Design lut_logic_cell, sky130hd; sources not shown.
==> run_1/met2.png <==
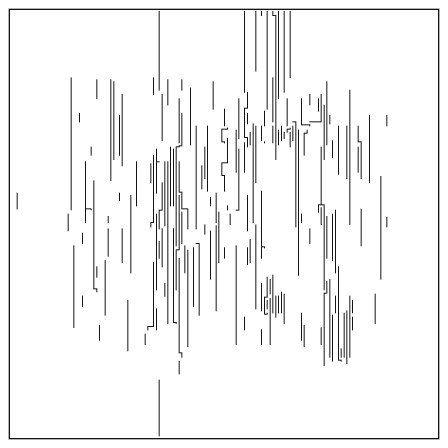
- nets with wire on the layer: 108
- longest straight run: 26.2 um
- main direction: vertical
total wirelength of the detailed-routed design: 2.34 mm
via count: 806

==> run_1/met1.png <==
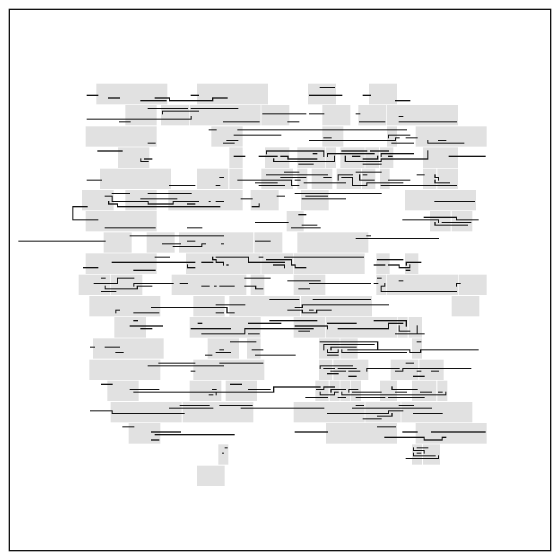
- nets with wire on the layer: 111
- main direction: horizontal
- longest straight run: 21.6 um
- share of all routed wire: 43%
GR Layer Usage met1: 12.0%

==> run_1/final_congestion.png <==
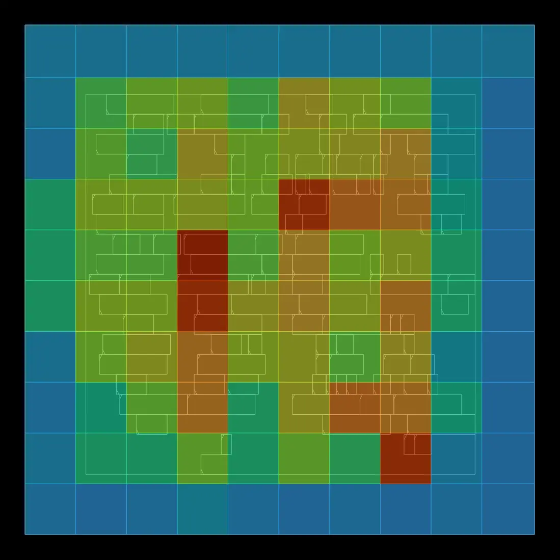
Avg WL per Cell: 16.6 um
Core Util, Final: 53.4%
total global-route track usage: 10.4%
global routing usage on met3: 2.43%

==> impl_metrics.csv, run 1 <==
group,metric,value,unit
outcome,outcome,"finished clean",
setup_path,crit_type,"in2out",
logic_synthesis,primary_flip_flop_cell_chosen_by_synthesis_mapping,"sky130_fd_sc_hd__dfrtp_1",
clocking,clkSlewWorstSetupHoldPaths,0.24,ns
logic_synthesis,area_leaders,"sky130_fd_sc_hd__dfrtp_1 (53%), sky130_fd_sc_hd__mux2_2 (17%), sky130_fd_sc_hd__mux4_1 (8.2%), sky130_fd_sc_hd__nor2_1 (2.4%), sky130_fd_sc_hd__a21oi_1 (2.0%)",
worst_hold_path,timing.hold.worst.class,"reg2reg",
cells_and_area,num_antenna_cells,0,
logic_synthesis,yosys_cells,95,
run,max_cap_viol_count,0,
clocking,cts_htree_levels,1,
logic_synthesis,synth-async-reset-ratio,100,%
clocking,cts_hold_repair.buffers,0,
floorplan,placeable_area,2730,um^2
timing,max_freq,172,MHz
timing,final_period_minus_worst_setup_slack,5.80,ns
timing,final_critical_path_setup_slack,0.400,ns
clocking,numCtsBuffers,3,
timing,worst-slew-pin-transition,1.06,ns
floorplan,rows,19,
cells_and_area,layout-drive-gt1-share,23.6,%
global_route,grt_first_pass_wirelength,4.22,mm
floorplan,fp.dieArea,4800,um^2
global_route,grt_pass1_vias,900,
cells_and_area,final-instance-count-excl-fill,141,
placement,gp_congestion,0.781,
global_route,gr-total-overflow,0,
logic_synthesis,synthesized_area_divided_by_synthesized_cell_count,13.4,um^2
setup_path,timing.critical_path.cells,"clkdlybuf4s50_1 > mux4_1 > mux2i_1 > nor4_1 > a311o_1 > buf_4",
logic_synthesis,floorplan.nets,107,
global_route,grt_max_degree,28,
clocking,cts-root-buf,"sky130_fd_sc_hd__clkbuf_2",
setup_path,crit_path_max_fanout,4,
setup_path,critical_path.max_stage_delay,0.57,ns
cells_and_area,nFillCells,245,
timing,relative_slew_slack,29.1,%
clocking,tritoncts_clock_tree,"built",
power_and_ir_drop,power.ir.vdd_worst,163,uV
drt,detail-route-antenna-nets,0,
[run 1: logic make-up after synthesis]
| logic type | Yosys count | share of synthesized area [%] |
|---|---|---|
| flops | 27 | 52.9 |
| fa+ha+maj | 2 | 1.96 |
| mux | 25 | 26.6 |
| compound gates | 11 | 5.49 |
| buf+inv | 6 | 1.76 |
| xor+xnor | 2 | 1.37 |
| simple gates | 22 | 9.90 |
[run 1: cell usage in the layout, fill, tap and decap left out, drive strengths merged]
| master | count |
|---|---|
| nand2b | 1 |
| clkdlybuf4s50 | 12 |
| mux2 | 19 |
| nor2 | 8 |
| clkinv | 1 |
| nor4 | 1 |
| inv | 3 |
| o21ai | 2 |
| nand3b | 2 |
| mux2i | 2 |
| mux4 | 4 |
| dfrtp | 27 |
| buf | 2 |
| a21oi | 5 |
| clkbuf | 3 |
| nand2 | 2 |
| a311o | 1 |
| nand4 | 2 |
| ha | 2 |
| a22o | 1 |
| a311oi | 1 |
| nor4b | 1 |
| a21boi | 1 |
| nor3 | 2 |
| nor4bb | 1 |
| or2b | 1 |
| nor3b | 1 |
| xor2 | 2 |
[run 1: layer usage]
layer  share of wire [%]  GRT usage (%)
met3                 3.4           2.43
met4                 1.8           5.92
met5                   0              0
met2                  52           17.2
met1                  43           12.0
[run 1: metrics by stage]
| stage | total power, uW | hold slack, ns |
|---|---|---|
| after floorplan | 353 | 0.310 |
| after global placement | 390 | 0.330 |
| after detailed placement | 396 | 0.366 |
| after CTS | 462 | 0.404 |
| after global routing | 484 | 0.435 |
| final | 454 | 0.390 |
[run 1: cell type report]
| type | count | area (um^2) | share of cell area, % |
|---|---|---|---|
| sequential | 27 | 676 | 46.3 |
| inverter | 3 | 11.3 | 0.772 |
| clock buffer | 3 | 15.0 | 1.03 |
| tap | 31 | 38.8 | 2.66 |
| timing repair buffer | 14 | 135 | 9.26 |
| multi-input combinational | 62 | 578 | 39.6 |
| clock inverter | 1 | 5.00 | 0.343 |
[run 1: power breakdown]
part	switching, uW	internal (uW)
Sequential	44.9	228
Clock	49.1	14.6
Combinational	46.1	71.8
==> run_1/density.png <==
Scale bar: 20 um. 7 x 7 tiles, from dark blue (low) to red (high), 0 to 100% covered.
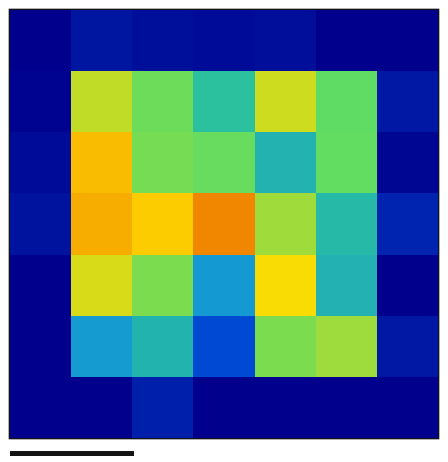

--- run 2 (diff from run 1) ---
--- a/config.mk
+++ b/config.mk
@@ -5,13 +5,14 @@
 export SDC_FILE = /design/constraint.sdc
 export NUM_CORES = 1
 export LEC_CHECK = 0
+export ABC_AREA = 1
 export CORE_MARGIN = 8
-export CORE_UTILIZATION = 45
+export CORE_UTILIZATION = 55
 export CTS_BUF_LIST = sky130_fd_sc_hd__clkbuf_2
 export DETAILED_ROUTE_END_ITERATION = 12
 export GPL_ROUTABILITY_DRIVEN = 1
 export HOLD_SLACK_MARGIN = 0.08
-export PLACE_DENSITY = 0.64
+export PLACE_DENSITY = 0.76
 export SYNTH_ARGS = -nofsm -noshare
 export SYNTH_HDL_FRONTEND = slang
 export SYNTH_SLANG_ARGS = --single-unit
==> run_2/density.png <==
Scale bar: 20 um. 7 x 7 tiles, from dark blue (low) to red (high), 0 to 100% covered.
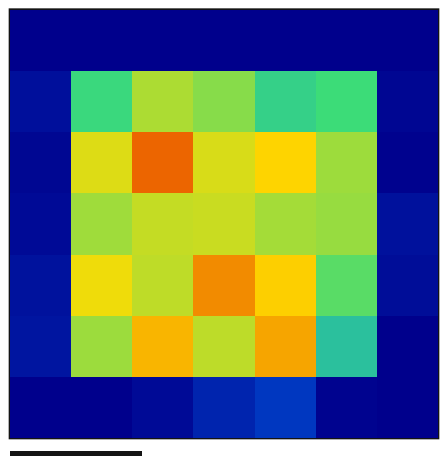
- densest ninth of the die: middle
- tiles over 75% full: 12%
- fullest tile: 89%
- mean over tiles: 35%
Core Util, Final: 66.9%
Placeable Area: 2230 um^2
floorplan core density: 59.2%

==> run 2 against run 1 <==
- critical path depth rose by 4
- count of clock-buffer cells in the layout grew 1
- final area up 2.4%
- cell count up 50%
- critical path type unchanged
- global-route usage rose by 2.7 points
- clock power rose by 3.6%
- first-iteration DRC count fell by 40%
- register-to-register slack gained 0.43 ns
==> impl_metrics.csv, run 2 <==
group,metric,value,unit
timing,max_freq,183,MHz
setup_path,crit_type,"in2out",
logic_synthesis,synthesized_area_divided_by_synthesized_cell_count,7.77,um^2
logic_synthesis,primary_flip_flop_cell_chosen_by_synthesis_mapping,"sky130_fd_sc_hd__dfrtp_1",
outcome,outcome,"finished clean",
floorplan,fp.dieArea,4230,um^2
clocking,tritoncts_clock_tree,"built",
placement,gp_congestion,0.881,
cells_and_area,layout_top_cell,"sky130_fd_sc_hd__nand2_1",
timing,final_period_minus_worst_setup_slack,5.47,ns
setup_path,crit_path_max_fanout,9,
cells_and_area,layout-drive-gt1-share,5.43,%
logic_synthesis,yosys_cells,170,
timing,relative_slew_slack,33.5,%
run,max_cap_viol_count,0,
drt,postRouteWirelength,2.63,mm
setup_path,critical_path.max_stage_delay,0.66,ns
clocking,cts_hold_repair.buffers,0,
logic_synthesis,area_leaders,"sky130_fd_sc_hd__dfrtp_1 (51%), sky130_fd_sc_hd__nand2_1 (12%), sky130_fd_sc_hd__inv_1 (9.1%), sky130_fd_sc_hd__o21ai_0 (8.7%), sky130_fd_sc_hd__nand3_1 (6.4%)",
drt,num_vias,1108,
global_route,gr-total-overflow,0,
setup_path,timing.critical_path.cells,"clkdlybuf4s50_1 > inv_2 > nand2_1 > nand3_1 > nand3_1 > nand3_1 > nand3_1 > o211ai_1 > inv_1 > buf_4",
global_route,grt.total_usage,13.1,%
global_route,grt_pass1_vias,1106,
-- run 2: report_power, final --
group | switching (uW) | internal, uW | total, uW
registers | 17.4 | 203 | 220
logic | 52.7 | 31.5 | 84.2
clock network | 49.1 | 17.0 | 66.1
total | 119 | 251 | 371
-- run 2: cells by family after synthesis --
kind of cell | after synthesis | synth area share (%)
flip-flops | 27 | 51.1
XOR/XNOR | 1 | 0.663
buffers and inverters | 38 | 11.3
adder cells (fa/ha/maj) | 2 | 1.89
AND/OR/NAND/NOR | 68 | 21.5
AND-OR/OR-AND | 34 | 13.5
-- run 2: per-stage QoR --
step / worst slack [ns] / instances / power (uW)
after floorplan: 1.04 / 170 / 280
after global placement: 0.805 / 208 / 301
after detailed placement: 0.740 / 208 / 307
after CTS: 0.733 / 212 / 371
after global routing: 0.564 / 212 / 396
final: 0.727 / 212 / 371
-- run 2: area by class of cell --
cell class	count	area [um^2]	share of cell area, %
inverter	33	124	8.29
clock buffer	4	20.0	1.34
tap	28	35.0	2.35
sequential	27	676	45.2
multi-input combinational	105	497	33.2
timing repair buffer	15	143	9.55
-- run 2: routing by layer --
layer  global-route usage (%)  vias up  share of wire [%]
met5                        0        -                  0
met1                     15.4      519                 47
li1                         -      563                  -
met3                     3.44        5                4.1
met2                     21.9       21                 48
met4                     6.27        0               0.88
Power and IR drop assume default switching activity.
